===== config.mk =====
export PLATFORM = sky130hd
export DESIGN_NAME = banner_line_gen
export DESIGN_NICKNAME = d
export VERILOG_FILES = /design/src/rtl/banner_line_gen.sv
export SDC_FILE = /design/constraint.sdc
export NUM_CORES = 1
export LEC_CHECK = 0
export CORE_ASPECT_RATIO = 0.9
export CORE_MARGIN = 3
export CORE_UTILIZATION = 45
export DETAILED_ROUTE_END_ITERATION = 10
export PLACE_DENSITY = 0.71
export SYNTH_ARGS = -nofsm -noshare
export SYNTH_HDL_FRONTEND = slang
export SYNTH_SLANG_ARGS = --single-unit

===== constraint.sdc =====
create_clock -name clk_i -period 2.25 [get_ports clk_i]
set_input_delay 0.45 -clock clk_i [delete_from_list [all_inputs] [get_ports clk_i]]
set_output_delay 0.45 -clock clk_i [all_outputs]
set_load 0.01 [all_outputs]

===== src/rtl/banner_line_gen.sv =====
// Streams ASCII banner lines (stars, rules, underscores or a box) over a
// valid/ready character interface, one command of N lines at a time.
module banner_line_gen #(
   parameter int unsigned LINE_LEN = 76,
   parameter int unsigned LINES_W  = 4
) (
   input  logic               clk_i,
   input  logic               rst_i,
   input  logic               cmd_valid_i,
   output logic               cmd_ready_o,
   input  logic [1:0]         cmd_style_i,
   input  logic [LINES_W-1:0] cmd_lines_i,
   output logic [7:0]         char_o,
   output logic               char_valid_o,
   input  logic               char_ready_i,
   output logic               char_last_o,
   output logic               busy_o
);

   localparam int unsigned COL_W = $clog2(LINE_LEN + 1);
   localparam logic [COL_W-1:0] LAST_COL = COL_W'(LINE_LEN - 1);

   localparam logic [7:0] CH_STAR  = 8'h2A;
   localparam logic [7:0] CH_DASH  = 8'h2D;
   localparam logic [7:0] CH_LOW   = 8'h5F;
   localparam logic [7:0] CH_PLUS  = 8'h2B;
   localparam logic [7:0] CH_PIPE  = 8'h7C;
   localparam logic [7:0] CH_SPACE = 8'h20;
   localparam logic [7:0] CH_LF    = 8'h0A;

   typedef enum logic [1:0] {
      StIdle,
      StEmit,
      StEol
   } state_e;

   state_e               state_q, state_d;
   logic [1:0]           style_q, style_d;
   logic [LINES_W-1:0]   lines_q, lines_d;
   logic [LINES_W-1:0]   line_q, line_d;
   logic [COL_W-1:0]     col_q, col_d;
   logic                 ready_en_q;

   logic                 xfer;
   logic                 last_line;
   logic                 border_line;
   logic                 edge_col;

   // Keeps cmd_ready_o low during reset and until the first edge after release.
   always_ff @(posedge clk_i or posedge rst_i) begin
      if (rst_i) begin
         ready_en_q <= 1'b0;
      end else begin
         ready_en_q <= 1'b1;
      end
   end

   always_ff @(posedge clk_i or posedge rst_i) begin
      if (rst_i) begin
         state_q <= StIdle;
         style_q <= 2'd0;
         lines_q <= '0;
         line_q  <= '0;
         col_q   <= '0;
      end else begin
         state_q <= state_d;
         style_q <= style_d;
         lines_q <= lines_d;
         line_q  <= line_d;
         col_q   <= col_d;
      end
   end

   assign cmd_ready_o  = (state_q == StIdle) && ready_en_q;
   assign char_valid_o = (state_q != StIdle);
   assign busy_o       = (state_q != StIdle);
   assign xfer         = char_valid_o && char_ready_i;

   assign last_line   = (line_q == (lines_q - LINES_W'(1)));
   assign border_line = (line_q == '0) || last_line;
   assign edge_col    = (col_q == '0) || (col_q == LAST_COL);
   assign char_last_o = (state_q == StEol) && last_line;

   always_comb begin
      state_d = state_q;
      style_d = style_q;
      lines_d = lines_q;
      line_d  = line_q;
      col_d   = col_q;

      unique case (state_q)
         StIdle: begin
            if (cmd_valid_i && cmd_ready_o) begin
               style_d = cmd_style_i;
               lines_d = cmd_lines_i;
               line_d  = '0;
               col_d   = '0;
               if (cmd_lines_i != '0) begin
                  state_d = StEmit;
               end
            end
         end
         StEmit: begin
            if (xfer) begin
               col_d = col_q + COL_W'(1);
               if (col_q == LAST_COL) begin
                  state_d = StEol;
               end
            end
         end
         StEol: begin
            if (xfer) begin
               col_d  = '0;
               line_d = line_q + LINES_W'(1);
               state_d = last_line ? StIdle : StEmit;
            end
         end
         default: begin
            state_d = StIdle;
         end
      endcase
   end

   always_comb begin
      char_o = 8'h00;
      unique case (state_q)
         StEmit: begin
            case (style_q)
               2'd0: char_o = CH_STAR;
               2'd1: char_o = CH_DASH;
               2'd2: char_o = CH_LOW;
               default: begin
                  if (border_line) begin
                     char_o = edge_col ? CH_PLUS : CH_DASH;
                  end else begin
                     char_o = edge_col ? CH_PIPE : CH_SPACE;
                  end
               end
            endcase
         end
         StEol: char_o = CH_LF;
         default: char_o = 8'h00;
      endcase
   end

endmodule


Fig. 1: metal 2
(4 px per um) Cells faint in the background.
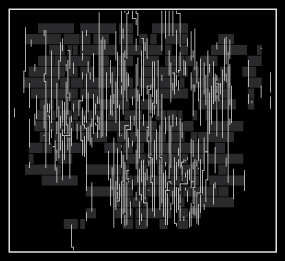
main direction: vertical
longest straight run: 32.6 um

Fig. 2: cells by drive strength
(8 px per um)
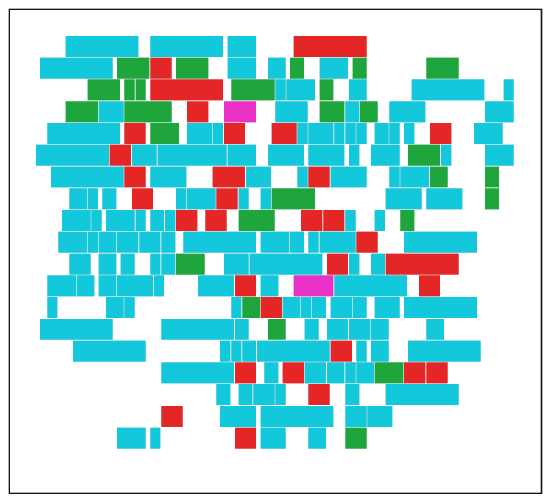
[red] _3 and _4 cells | cells: 32 | share: 16%
[cyan] _0 and _1 cells | cells: 139 | share: 70%
[green] _2 cells | cells: 27 | share: 14%
[magenta] _6 and larger | cells: 2 | share: 1.0%

Fig. 3: track usage over the die
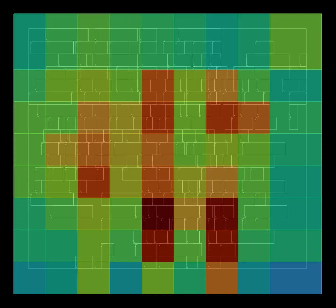
busiest layer in global routing: met2
global routing met3 resource utilization: 0.0414
fraction of met2 tracks used by global routing: 0.318
Final Util: 0.624
met1 track utilization from global routing: 0.227

Fig. 4: met3 routing
(4 px per um)
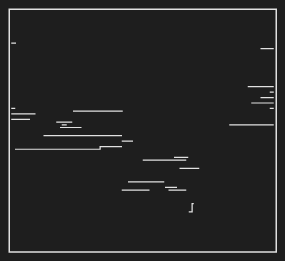
main direction: horizontal
nets with wire on the layer: 23

Fig. 5: logic cells by family
(8 px per um)
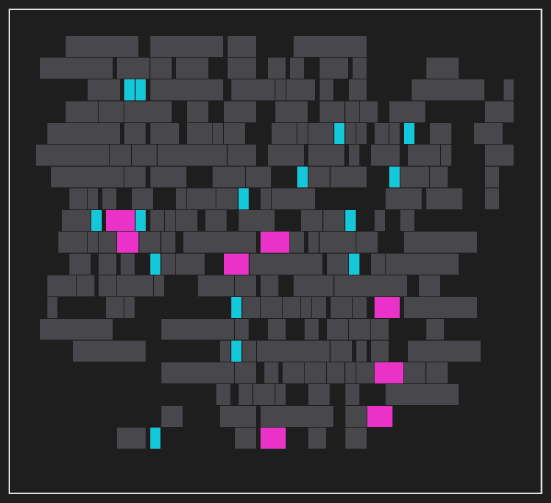
[cyan] inverters | cells: 15 | most used: inv_1
[magenta] AND-OR and OR-AND gates | cells: 8 | most used: a22o_1

==> impl_metrics.yaml <==
# yosys + openroad results
status:
  outcome: "complete, but fails checks"
  failed_checks: "setup timing"
floorplan:
  tap_cells: 42
  core_rows: 19
  std_cell_core_area_mm2: 0.00309
  top_level_ports: 22
  die.size.y_um: 60.3
  initCoreUtil: 0.477
  die_width_um: 66.4
  chip_area_mm2: 0.00400
drt:
  via_count: 1271
  postRouteAntennaNets: 0
  dr.pass1.iters: 4
  drt-vias-per-instance: 5.25
  routedWlPerCell_um: 14.5
  drcViolationCount: 0
  detail_route.iter0.violations: 55
  drt_wl_total_um: 3510
critical_path:
  crit_fanout: 3
  cp.buffers_inverters: 2
  critical_path.top_delay_family: "simple AND/OR/NAND/NOR gates"
  worst_path_largest_cell_delay_ps: 410
  slowest_stage: "sky130_fd_sc_hd__dfrtp_1"
  critical_path_depth: 10
  r2r_start: "state_q[0]"
  setup.worst_path.start_class: "flop"
  cp_cell_sequence: "inv_2, ha_4, xnor2_2, nor3_2, nand2_1, and2_4, ha_4, mux2i_1, nor2_2, buf_2"
  cp_data_required_time_ps: 1800
  timing.critical_path.mode_cell: "sky130_fd_sc_hd__ha_4"
  setup.worst_path.start: "lines_q[1]"
  end_kind: "output port"
  timing.critical_path.arrival_ps: 2110
  reg2reg_slack_ps: 170
  worst_setup_path_endpoint: "char_o[6]"
  worst-r2r-cell-count: 6
  setup_crit_path_kind: "reg -> out"
  reg2reg_to: "col_q[5]"
cts:
  clockBufferDepth: 2
  cts_tree: "built"
  clock_latency_ps: 310
  root_buffer: "sky130_fd_sc_hd__clkbuf_4"
  clock_sinks: 20
  h-tree-depth: 1
  cts.reportedPaths.clkPinSlew_ps: 120
  cts-buffers-inserted: 3
logic_synthesis:
  post-synth-top-count-cell: "sky130_fd_sc_hd__dfrtp_1"
  synth-xor-area-share: 0.0399
  syn-num-nets: 185
  yosys_area_mm2: 0.00148
  dominantRegCellSynth: "sky130_fd_sc_hd__dfrtp_1"
  ys.warnings.count: 0
  synth.area.mux_share: 0.0670
  ys_sh_simple: 0.176
  yosys_cells: 160
  post_synth_instance_area_mm2: 0.00148
  combinational_family_with_the_most_area_after_synthesis: "simple AND/OR/NAND/NOR gates"
  top_cells_by_area: "sky130_fd_sc_hd__dfrtp_1 (34%), sky130_fd_sc_hd__ha_1 (13%), sky130_fd_sc_hd__mux2_2 (4.6%)"
  synth_adder_area_share: 0.127
  syn_inst: 160
  synth_flops: 20
  post_synth_ao_oa_area_fraction: 0.167
  synthTopCellsByCount: "sky130_fd_sc_hd__dfrtp_1 (20), sky130_fd_sc_hd__ha_1 (15), sky130_fd_sc_hd__inv_1 (15), sky130_fd_sc_hd__nand2_1 (15)"
  postSynthAreaPerCell_um2: 9.22
  synth_async_sr_flop_share: 1.00
  synth.distinct_cells: 42
  yosysTopAreaCellShare: 0.339
  enable_flop_cells: 0
  synth-seq-area-share: 0.339
  synth_area_leader_cell: "sky130_fd_sc_hd__dfrtp_1"
final_timing:
  setup_ws_ps: -307
  worst_case_clock_skew_ps: 5.82
  grt_setup_unrepaired: "yes"
  finalClockPeriodUsage: 1.14
  final-hold-violation-count: 0
  fmaxAchievable_mhz: 391
  setup_viol_count_final: 6
  timing_max_transition_violations_final: 0
  fin_crit_ps: 2560
  fin_tns_setup_ps: -1530
  holdWs_ps: 452
power:
  sw_frac_of_total: 0.409
  power_clock_uw: 214
  irDropWorstVdd_mv: 0.706
  leakagePower_nw: 0.892
  seq_power_uw: 516
  seq_power_share: 0.255
  p_comb_frac: 0.639
  largestPowerGroup: "combinational cells"
  clock_power_share: 0.106
  report.power.total_mw: 2.02
  cell_internal_pwr_mw: 1.20
  p_sw_uw: 828
  power_combinational_mw: 1.29
  cellPowerDensity_mw_per_mm2: 1050
global_routing:
  grt-ovfl-total: 0
  grt_antenna_before_repair: 0
  wire_length_of_the_first_global_routing_pass_um: 5620
  via_count_of_the_first_global_routing_pass: 1301
  grt_max_degree: 21
  all_layer_global_routing_usage: 0.187
placement:
  hpwlAfterDp_um: 2570
  globalplace.congestion: 0.807
  io_buffer_count: 20
  preCtsSetupSlack_ps: -477
  placement.cell_area_mm2: 0.00183
  place_inst: 234
finish:
  layout.cell_area.non_filler_mm2: 0.00193
  layout.cells.most_common: "sky130_fd_sc_hd__buf_4"
  most-common-layout-cells: "sky130_fd_sc_hd__buf_4 (24), sky130_fd_sc_hd__dfrtp_1 (20), sky130_fd_sc_hd__nand2_1 (14)"
  nNonClkBuffers: 44
  fill_cells: 260
  seq-cell-share: 0.259
  register_area_um2: 500
  combAreaFraction: 0.483
  num-multi-input-gates: 117
  n_antenna_cell: 0
  top_area_cell_class: "logic gates"
  flop-count: 20
  num-nets-final: 226
  drive_gt1_frac: 0.305
  nonClockInverterCount: 15
  number_of_standard_cells_in_the_layout_taps_in_and_fillers_out: 242
  non_clock_buffering_overhead_in_the_final_layout: 0.182
  layout-area-overhead-vs-synth_pct: 30.8
  final.clkbuf_count: 4
  multiInputGateArea_um2: 932
  clk_share: 0.0188
flow_run:
  drv_cap: 0
  number_of_warning_messages_in_the_logs: 38
min_path:
  min-delay-path-class: "in -> async"
what timing repair did:
item	CTS	global route
buffers inserted	5	1
resized	40	6
setup endpoints to repair	11	9
pin swaps	7	7
hold buffers	0	0
per-layer routing:
metal  share of wire  track usage  vias up  wire [um]
met2            0.51        0.318       37       1800
met1            0.43        0.227      601       1520
met3           0.044       0.0414        5        155
met4           0.013       0.0870        0         46
met5               0            0        -          0
li1                -            -      628          -
tightest hold or removal path: cells and delay by family:
family | cells | cell delay [ps]
buf+inv | 3 | 710
sequential cells by signal (all words and copies together) (netlist names):
signal      count
style_q         2
col_q           7
state_q         2
ready_en_q      1
lines_q         4
line_q          4
Power and IR drop assume default switching activity.
